$ cat src/rtl/modulo_adder_pipe_if.sv
// Operand/result bus for modulo_adder_pipe.
interface modulo_adder_pipe_if #(
  parameter int WIDTH = 7
);
  // Handshake: a transfer happens on a rising clk edge when valid and ready
  // are both 1 on the same side. A producer holds its valid and payload
  // steady until that edge. Ready may depend combinationally on the
  // consumer's state, and in_ready follows out_ready within the same cycle.
  logic             in_valid;
  logic             in_ready;
  logic [WIDTH-1:0] a;
  logic [WIDTH-1:0] b;
  logic [WIDTH-1:0] k;
  logic             out_valid;
  logic             out_ready;
  logic [WIDTH-1:0] s;
  logic             wrap;

  // Environment side: supplies operations and accepts results
  modport master (
    output in_valid, a, b, k, out_ready,
    input  in_ready, out_valid, s, wrap
  );

  // Adder side
  modport slave (
    input  in_valid, a, b, k, out_ready,
    output in_ready, out_valid, s, wrap
  );
endinterface

$ cat src/rtl/modulo_adder_pipe.sv
// Three-stage pipelined modulo adder: s = (a + b) mod (2^WIDTH - k).
// Stage 1 forms generate/propagate terms for a+b and for the carry-save
// form of a+b+k. Stage 2 runs a Kogge-Stone prefix on both chains. Stage 3
// picks the k-corrected sum whenever a+b+k carries out of WIDTH bits.
module modulo_adder_pipe #(
  parameter int WIDTH = 7
) (
  input logic                clk,
  input logic                reset,
  modulo_adder_pipe_if.slave bus
);

  // Kogge-Stone prefix. Returns the carry into each bit position with a
  // carry-in of 0, so bit 0 is always 0 and bit i is the group generate of
  // bits [i-1:0].
  function automatic logic [WIDTH-1:0] ks_cin(input logic [WIDTH-1:0] g_in,
                                              input logic [WIDTH-1:0] p_in);
    logic [WIDTH-1:0] g_lvl;
    logic [WIDTH-1:0] p_lvl;
    logic [WIDTH-1:0] g_nxt;
    logic [WIDTH-1:0] p_nxt;
    g_lvl = g_in;
    p_lvl = p_in;
    for (int d = 1; d < WIDTH; d = d * 2) begin
      g_nxt = g_lvl;
      p_nxt = p_lvl;
      for (int i = d; i < WIDTH; i++) begin
        g_nxt[i] = g_lvl[i] | (p_lvl[i] & g_lvl[i-d]);
        p_nxt[i] = p_lvl[i] & p_lvl[i-d];
      end
      g_lvl = g_nxt;
      p_lvl = p_nxt;
    end
    return {g_lvl[WIDTH-2:0], 1'b0};
  endfunction

  // Flow control: a stage may load when it is empty or its content moves on.
  logic v1_q, v2_q, v3_q;
  logic adv1, adv2, adv3;

  assign adv3         = bus.out_ready || !v3_q;
  assign adv2         = !v2_q || adv3;
  assign adv1         = !v1_q || adv2;
  assign bus.in_ready = adv1;

  // Stage 1 combinational: plain g/p and carry-save a+b+k terms
  logic [WIDTH-1:0] x_d, maj_d, y_lo_d;
  logic [WIDTH-1:0] g_d, p_d, gp_d, pp_d;

  assign x_d    = bus.a ^ bus.b ^ bus.k;
  assign maj_d  = (bus.a & bus.b) | (bus.a & bus.k) | (bus.b & bus.k);
  assign y_lo_d = {maj_d[WIDTH-2:0], 1'b0};
  assign g_d    = bus.a & bus.b;
  assign p_d    = bus.a ^ bus.b;
  assign gp_d   = x_d & y_lo_d;
  assign pp_d   = x_d ^ y_lo_d;

  logic [WIDTH-1:0] g_q, p_q, h_q, gp_q, pp_q, hp_q;
  logic             ym1_q;

  // Stage 1 register: preprocessed terms plus the carry-save overflow bit
  always_ff @(posedge clk or negedge reset) begin
    if (!reset) begin
      v1_q  <= 1'b0;
      g_q   <= '0;
      p_q   <= '0;
      h_q   <= '0;
      gp_q  <= '0;
      pp_q  <= '0;
      hp_q  <= '0;
      ym1_q <= 1'b0;
    end else if (adv1) begin
      v1_q  <= bus.in_valid;
      g_q   <= g_d;
      p_q   <= p_d;
      h_q   <= p_d;
      gp_q  <= gp_d;
      pp_q  <= pp_d;
      hp_q  <= pp_d;
      ym1_q <= maj_d[WIDTH-1];
    end
  end

  // Stage 2 combinational: prefix carries on both chains
  logic [WIDTH-1:0] c_d, cp_d;
  logic             coutp_d;

  assign c_d     = ks_cin(g_q, p_q);
  assign cp_d    = ks_cin(gp_q, pp_q);
  // Carry out of the MSB of the k-corrected chain: one more prefix cell
  assign coutp_d = gp_q[WIDTH-1] | (pp_q[WIDTH-1] & cp_d[WIDTH-1]);

  logic [WIDTH-1:0] c_q, cp_q, h2_q, hp2_q;
  logic             coutp_q, ym2_q;

  // Stage 2 register: carry vectors, half-sums and overflow indicators
  always_ff @(posedge clk or negedge reset) begin
    if (!reset) begin
      v2_q    <= 1'b0;
      c_q     <= '0;
      cp_q    <= '0;
      h2_q    <= '0;
      hp2_q   <= '0;
      coutp_q <= 1'b0;
      ym2_q   <= 1'b0;
    end else if (adv2) begin
      v2_q    <= v1_q;
      c_q     <= c_d;
      cp_q    <= cp_d;
      h2_q    <= h_q;
      hp2_q   <= hp_q;
      coutp_q <= coutp_d;
      ym2_q   <= ym1_q;
    end
  end

  // Stage 3 combinational: a+b >= M exactly when a+b+k overflows WIDTH bits
  logic [WIDTH-1:0] s0_d, s1_d, s_d;
  logic             wrap_d;

  assign s0_d   = h2_q ^ c_q;
  assign s1_d   = hp2_q ^ cp_q;
  assign wrap_d = ym2_q | coutp_q;
  assign s_d    = wrap_d ? s1_d : s0_d;

  logic [WIDTH-1:0] s_q;
  logic             wrap_q;

  // Stage 3 register: selected result, held while downstream stalls
  always_ff @(posedge clk or negedge reset) begin
    if (!reset) begin
      v3_q   <= 1'b0;
      s_q    <= '0;
      wrap_q <= 1'b0;
    end else if (adv3) begin
      v3_q   <= v2_q;
      s_q    <= s_d;
      wrap_q <= wrap_d;
    end
  end

  assign bus.out_valid = v3_q;
  assign bus.s         = s_q;
  assign bus.wrap      = wrap_q;

endmodule

$ cat src/flat_wrapper.sv
// flat-port wrapper written by rule: the top's interface ports become plain ports
module modulo_adder_pipe_flat 
#(
  parameter int WIDTH = 7
)
  (clk, reset, bus_in_valid, bus_a, bus_b, bus_k, bus_out_ready, bus_in_ready, bus_out_valid, bus_s, bus_wrap);
  modulo_adder_pipe_if #(.WIDTH(WIDTH)) bus_i ();
  input logic clk;
  input logic reset;
  input wire logic [$bits(bus_i.in_valid)-1:0] bus_in_valid;
  input wire logic [$bits(bus_i.a)-1:0] bus_a;
  input wire logic [$bits(bus_i.b)-1:0] bus_b;
  input wire logic [$bits(bus_i.k)-1:0] bus_k;
  input wire logic [$bits(bus_i.out_ready)-1:0] bus_out_ready;
  output wire logic [$bits(bus_i.in_ready)-1:0] bus_in_ready;
  output wire logic [$bits(bus_i.out_valid)-1:0] bus_out_valid;
  output wire logic [$bits(bus_i.s)-1:0] bus_s;
  output wire logic [$bits(bus_i.wrap)-1:0] bus_wrap;
  assign bus_i.in_valid = bus_in_valid;
  assign bus_i.a = bus_a;
  assign bus_i.b = bus_b;
  assign bus_i.k = bus_k;
  assign bus_i.out_ready = bus_out_ready;
  assign bus_in_ready = bus_i.in_ready;
  assign bus_out_valid = bus_i.out_valid;
  assign bus_s = bus_i.s;
  assign bus_wrap = bus_i.wrap;
  modulo_adder_pipe #(.WIDTH(WIDTH)) u_core (.clk(clk), .reset(reset), .bus(bus_i));
endmodule
$ cat config.mk
export PLATFORM = sky130hd
export DESIGN_NAME = modulo_adder_pipe_flat
export DESIGN_NICKNAME = d
export VERILOG_FILES = /design/src/rtl/modulo_adder_pipe_if.sv /design/src/rtl/modulo_adder_pipe.sv /design/src/flat_wrapper.sv
export SDC_FILE = /design/constraint.sdc
export NUM_CORES = 1
export LEC_CHECK = 0
export CAP_MARGIN = 20
export CORE_MARGIN = 4
export CORE_UTILIZATION = 53
export CTS_BUF_LIST = sky130_fd_sc_hd__clkbuf_8
export CTS_CLUSTER_SIZE = 30
export DETAILED_ROUTE_END_ITERATION = 12
export HOLD_SLACK_MARGIN = 0.02
export MAX_ROUTING_LAYER = met4
export PLACE_DENSITY_LB_ADDON = 0.3
export REMOVE_ABC_BUFFERS = 1
export SKIP_CTS_REPAIR_TIMING = 1
export SLEW_MARGIN = 20
export SYNTH_ARGS = -nofsm -noshare
export SYNTH_HDL_FRONTEND = slang
export SYNTH_SLANG_ARGS = --single-unit
$ cat constraint.sdc
create_clock -name clk -period 1.4 [get_ports clk]
set_input_delay 0.21 -clock clk [delete_from_list [all_inputs] [get_ports clk]]
set_output_delay 0.21 -clock clk [all_outputs]
set_load 0.01 [all_outputs]
==> deck_impl_summary.md, run 1 <==
Flow Results at a Glance

Final timing
  • Final worst slack: -1.669 ps
  • Max-slew headroom at the worst pin: 77.13%
  • Final slew viol count: 0
  • Total negative slack for setup checks: -1.669 ps
  • F_max: 0.7134 GHz
  • Smallest hold slack: 296.9 ps
  • Unrepaired setup endpoints after global routing: yes
  • Tcrit/Tclk final: 100.1%
  • Final Hold Vio Count: 0
  • Min Clock Period, post-route: 1402 ps
  • Least-Margin Pin Slew: 343.1 ps
  • Number of failing setup endpoints in the final timing report: 1

GRT
  • Vias in the first global route: 2160
  • Global-route layer with the greatest usage: met2
  • Wire length of the first global-routing pass: 10.01 mm
  • Remaining global-route overflow: 0
  • Initial antenna violation count: 0
  • All-Layer GR Usage: 18.17%
  • Largest net degree at the start of global routing: 66

Place
  • Total cell area at the placement stage: 0.003811 mm^2
  • GPL Wtd Cong: 0.7872
  • Quantity of I/O buffers inserted on ports: 34
  • Dpl ws: -567.3 ps
  • Post-DP HPWL: 3.998 mm
  • Placed cell count: 386

Pwr
  • Logic gate share of total power: 27.3%
  • Largest vdd supply drop: 0.0009471 V
  • Switching part of the total: 28.70%
  • Clock group share of total power: 26.7%
  • Power spent charging and discharging nets: 1.640 mW
  • Power after layout: 5.714 mW
  • Power Dens Cells: 1389 mW/mm^2
  • Part of the total power dissipated in sequential elements: 46.0%
  • Leakage Power: 2.318 nW
  • Internal Pwr Total: 4.074 mW

Clocking
  • Total number of H-tree levels: 3
  • Worst-path clk slew: 70 ps
  • Clock tree root driver cell: clkbuf_8
  • Number of buffers on the longest clock path: 2
  • CTS tree: yes
  • Sink Count: 65
  • TritonCTS buffer count: 9

Setup path
  • Reg-to-reg slack, setup: 40 ps
  • Worst setup path start: u_core.bus.out_valid
  • Worst setup endpoint: bus_in_ready
  • Required time reported for the critical path endpoint: 1190 ps
  • Endpoint type of the worst setup path: output pin
  • Reg2reg end: u_core.ym2_q
  • Worst path arrival time: 1190 ps
  • Source of the worst register-to-register timing path: u_core.bus.out_valid
  • Setup crit start kind: register
  • Critical path class: reg -> out
  • Worst Reg-to-Reg Cells: 5
  • Maximum fanout along the worst path: 3

Synth
  • Yosys cell count: 259
  • Cell count after synthesis: 259
  • Post-synthesis register bit count: 65
  • Yosys synthesis warning count: 0
  • Yosys stat area: 0.003223 mm^2
  • Netlist area before placement: 0.003223 mm^2
  • Syn Area/Cell: 12.44 um^2
  • Count of unique library cells instantiated by Yosys: 25
  • Seq share, synth: 50.47%

Detailed routing
  • Wirelength per Cell: 14.62 um
  • DRC Markers: 0
  • Remaining number of nets flagged by the antenna check after routing: 0
  • Number of detailed-routing iterations run before antenna repair: 4
  • Detailed-route vias per instance: 4.965
  • DR iter-0 viols: 66

Cells and area
  • Layout Utilization: 69.46%
  • Ant. Diodes: 0
  • Top Layout Cells: dfrtp_1, mux2_4, dlymetal6s2s_1
  • Most common logic cell in the routed design: dfrtp_1
  • Final standard cell area without fillers: 0.004113 mm^2
  • Share of cells above drive strength 1: 29.79%
  • Net total in the final layout: 369
  • Number of fillers in the final layout: 443
  • Layout-stage area growth over the synthesis result: 27.60%
  • Count of non-filler cells in the finished layout: 404

Min path
  • Hold-critical path endpoint: u_core.ym1_q
  • Start point of the worst min-delay path: bus_k[6]
  • Hold Path Class: in -> reg
  • Hold path cells: 4

Status
  • Failing checks: negative setup slack
  • Status: finished, violations left

Floorplanning
  • Number of core rows: 28
  • Core Box Area: 0.005921 mm^2
  • Full die area: 0.007393 mm^2
  • Number of top-level design ports: 35
  • Vertical extent of the die: 85.98 um
  • Starting density of the core: 54.44%
  • Die extent in x: 85.98 um

Run
  • OpenROAD warnings: 27
  • Max Cap Violations: 0
run 1: Yosys cell counts, drive strengths merged:
master   n  area share (%)
nand3    4             1.0
nor2    16             1.9
buf      8             2.4
clkbuf   1            0.12
o21ai   12             1.9
mux2    41              18
xor2     5             1.4
ha      13             5.0
a21oi   20             3.1
o21bai   1            0.23
nor2b    1            0.27
a21o     1            0.23
xnor2    6             1.6
inv     35             4.1
mux2i    3            0.93
a211oi   1            0.23
nand2b   4            0.78
fa       7             4.3
nand2   15             2.0
dfrtp   65              50
run 1: per-layer routing:
layer  vias up  share of wire [%]
met4         0                1.7
met5         -                  0
li1        967                  -
met1       993                 44
met3        13                4.3
met2        33                 50
run 1: critical path, cell delays in order, from the launching register on:
cell and delay [ps]:
dfrtp_1 340, nor2b_4 210, nand3_4 140, clkbuf_2 160
run 1: power by group through the flow:
stage	combinational [mW]	clock (mW)	sequential [mW]
floorplan	0.914	0	2.63
global placement	1.52	0	2.64
detailed placement	1.57	0	2.66
CTS	1.59	1.57	2.63
global route	1.74	1.64	2.69
finish	1.56	1.53	2.63
run 1: area by class of cell:
type	instances	area (um^2)	share of cell area [%]
clock buffer	10	137.6	3.347
clock inverter	6	51.30	1.247
inverter	35	131.4	3.194
multi-input combinational	150	1400	34.04
sequential	65	1627	39.55
tap	75	93.84	2.282
timing repair buffer	63	671.9	16.34
run 1: cells by family after synthesis:
kind of cell / share of synthesized area (%)
flops: 50.47
buf+inv: 6.599
mux: 18.98
simple gates: 5.901
compound gates: 5.668
fa+ha+maj: 9.394
xor+xnor: 2.989
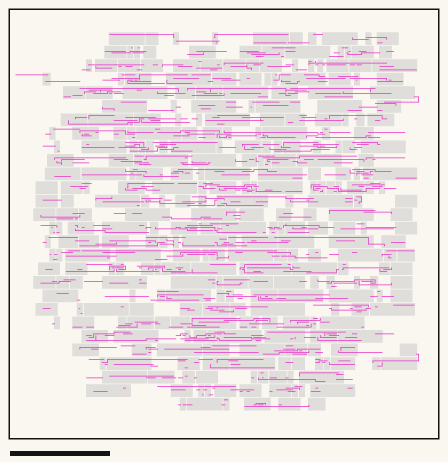
run_1/layer_met1.png
Scale bar: 20 um.
share of all routed wire	44%
main direction	horizontal
wire length on this layer	2590 um
final wirelength: 5.908 mm
M1 GR Usage: 21.94%
Vias: 2006

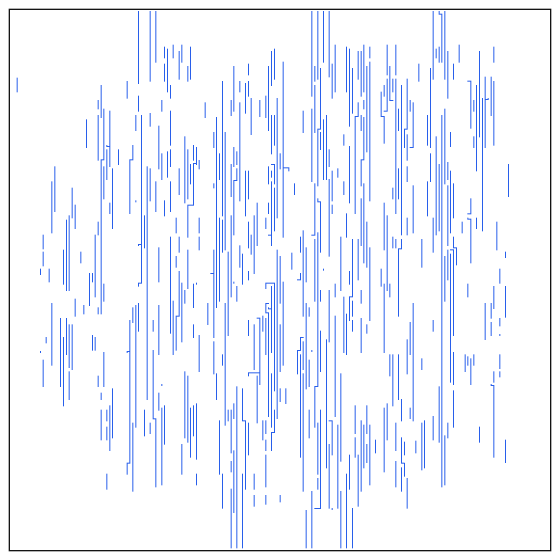
run_1/layer_met2.png
longest straight run	59.2 um
main direction	vertical
nets with wire on the layer	322
global routing usage on met2: 28.31%

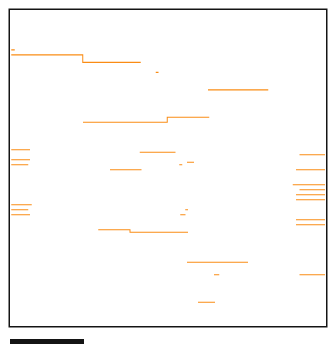
run_1/layer_met3.png
Scale bar: 20 um.
nets with wire on the layer	21
wire length on this layer	252 um
longest straight run	22.8 um
GR Layer Usage met3: 6.244%

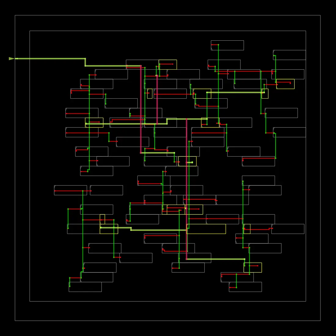
run_1/clocks.png
Worst Skew: 5.933 ps
clock insertion delay at the later pin of the skew report: 340 ps

--- run 2 (diff from run 1) ---
--- a/config.mk
+++ b/config.mk
@@ -14,7 +14,6 @@
 export HOLD_SLACK_MARGIN = 0.02
 export MAX_ROUTING_LAYER = met4
 export PLACE_DENSITY_LB_ADDON = 0.3
-export REMOVE_ABC_BUFFERS = 1
 export SKIP_CTS_REPAIR_TIMING = 1
 export SLEW_MARGIN = 20
 export SYNTH_ARGS = -nofsm -noshare
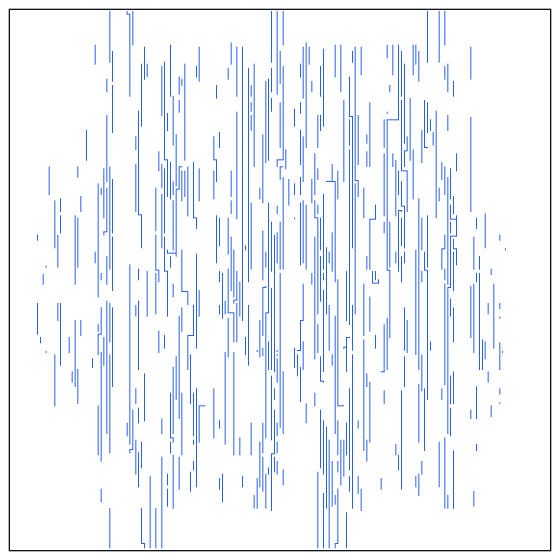
run_2/layer_met2.png
share of all routed wire	50%
longest straight run	43.5 um
main direction	vertical
nets with wire on the layer	317
global routing usage on met2: 26.14%
final wirelength: 5.999 mm
Vias: 1998

==> run 2 against run 1 <==
Effect of this change: wire length is 1.5% higher; via count is 0.40% lower; the run now ends clean; critical path type is now reg -> reg; hold slack better by 11 ps; critical endpoint is now u_core.hp2_q[2]; critical path depth is 2 higher; combinational power is 4% higher; synthesized cell count stayed put; maximum frequency is 0.17% higher.
==> deck_impl_summary.md, run 2 <==
Flow Results at a Glance

Synth
  • Yosys synthesis warning count: 0
  • Most used standard cell by instance count after synthesis: dfrtp_1
  • Top cells by area: dfrtp_1, mux2_4, ha_1, fa_1, inv_1
  • Cell count after synthesis: 259
  • Count of library flops with an enable pin: 0
  • Proportion of netlist area held by the largest area contributor: 50.47%
  • Yosys stat area: 0.003223 mm^2
  • Leading cell types by count after synthesis: dfrtp_1, inv_1, mux2_4, a21oi_1, nor2_1
  • Count of unique library cells instantiated by Yosys: 25
  • Netlist area before placement: 0.003223 mm^2
  • Post-synthesis async set-or-reset flop share: 100.0%
  • Cell type contributing the most total cell area after synthesis: dfrtp_1
  • Seq share, synth: 50.47%
  • Yosys cell count: 259

Min path
  • Hold Path Class: in -> reg
  • Start point of the worst min-delay path: bus_k[6]

Clocking
  • Total number of H-tree levels: 3
  • Number of buffers on the longest clock path: 2
  • Clock tree root driver cell: clkbuf_8
  • Sink Count: 65
  • Clock insertion delay at the later pin of the skew report: 330 ps
  • Worst-path clk slew: 70 ps
  • CTS tree: yes

Final timing
  • Smallest hold slack: 307.7 ps
  • Final slew viol count: 0
  • Tcrit/Tclk final: 99.95%
  • Final Hold Vio Count: 0
  • Max-slew headroom at the worst pin: 74.42%
  • Unrepaired setup endpoints after global routing: yes
  • Worst Skew: 7.432 ps
  • Min Clock Period, post-route: 1399 ps
  • Final worst slack: 0.7688 ps
  • Total negative slack for setup checks: 0 ps
  • Least-Margin Pin Slew: 381.4 ps
  • Number of failing setup endpoints in the final timing report: 0

Place
  • Quantity of I/O buffers inserted on ports: 34
  • GPL Wtd Cong: 0.7473
  • Placed cell count: 383
  • Dpl ws: -685.4 ps
  • Post-DP HPWL: 3.979 mm

Cells and area
  • Layout-stage area growth over the synthesis result: 31.09%
  • Top Layout Cells: dfrtp_1, mux2_4, dlymetal6s2s_1
  • Share of cells above drive strength 1: 33.03%
  • Number of fillers in the final layout: 408
  • Count of non-filler cells in the finished layout: 402
  • Net total in the final layout: 367
  • Final standard cell area without fillers: 0.004225 mm^2

Setup path
  • Setup crit start kind: register
  • Max incr delay on CP: 350 ps
  • Critical-path cell list: nor2b_4 > buf_6 > nand2_4 > clkbuf_16 > mux2_4
  • Maximum fanout along the worst path: 7
  • Required time reported for the critical path endpoint: 1610 ps
  • Critical path class: reg -> reg
  • Endpoint type of the worst setup path: register

Detailed routing
  • Detailed-route vias per instance: 4.970
  • Remaining number of nets flagged by the antenna check after routing: 0
  • DRC Markers: 0
  • Wirelength per Cell: 14.92 um
  • DR iter-0 viols: 105
  • Number of detailed-routing iterations run before antenna repair: 4

Floorplanning
  • Core Box Area: 0.005921 mm^2
  • Number of core rows: 28
  • Full die area: 0.007393 mm^2
  • Vertical extent of the die: 85.98 um
  • Starting density of the core: 54.44%

GRT
  • Remaining global-route overflow: 0
  • Initial antenna violation count: 0
  • All-Layer GR Usage: 17.39%
  • Vias in the first global route: 2002

Run
  • OpenROAD warnings: 28
  • Max Cap Violations: 0

Pwr
  • Power Dens Cells: 1415 mW/mm^2
  • Largest vdd supply drop: 0.0007077 V
  • Leakage Power: 2.318 nW

Status
  • Status: finished clean
run 2: cell counts after synthesis:
No cell type changed its count.
run 2: layout make-up:
type / instances / area, um^2 / area share (%)
inverter: 35 / 176.4 / 4.175
multi-input combinational: 150 / 1425 / 33.73
tap: 75 / 93.84 / 2.221
sequential: 65 / 1627 / 38.50
clock inverter: 2 / 33.78 / 0.7995
clock buffer: 14 / 192.7 / 4.560
timing repair buffer: 61 / 676.9 / 16.02
run 2: worst paths after layout:
kind	depth (start not counted)	end	slack (ps)
setup / recovery	5	u_core.hp2_q[2]	0.8
hold / removal	4	u_core.ym1_q	310
setup reg to reg	5	u_core.hp2_q[2]	0.8
hold reg to reg	2	u_core.bus.s[0]	480
max in group asynchronous	3	u_core.c_q[2]	700
min in group asynchronous	3	u_core.pp_q[2]	400
run 2: worst max-delay path, delay by kind of cell, from the launching register on:
family | cells | cell delay, ps
flops | 1 | 350
buf+inv | 2 | 330
simple gates | 2 | 300
mux | 1 | 290
run 2: power breakdown:
part	leakage (nW)	internal [mW]	switching, mW
Combinational	1.42	0.931	0.692
Clock	0.120	1.06	0.668
Sequential	0.777	2.32	0.308
run 2: cells by family (layout without fill, tap and decap cells):
logic type      Yosys count  in the layout  share of synthesized area, %
simple gates             40             40                         5.901
fa+ha+maj                20             20                         9.394
compound gates           35             35                         5.668
buf+inv                  44            112                         6.599
xor+xnor                 11             11                         2.989
mux                      44             44                         18.98
flops                    65             65                         50.47
run 2: layer usage:
metal	global-route usage [%]	part of all wire (%)	vias to the layer above	wire length, um
met5	-	0	-	0
met4	4.892	0.87	0	52
met3	5.476	3.6	5	217
met2	26.14	50	29	3023
met1	22.82	45	993	2706
li1	-	-	971	-
No activity file was given, so power comes from the tool's default toggle rates.
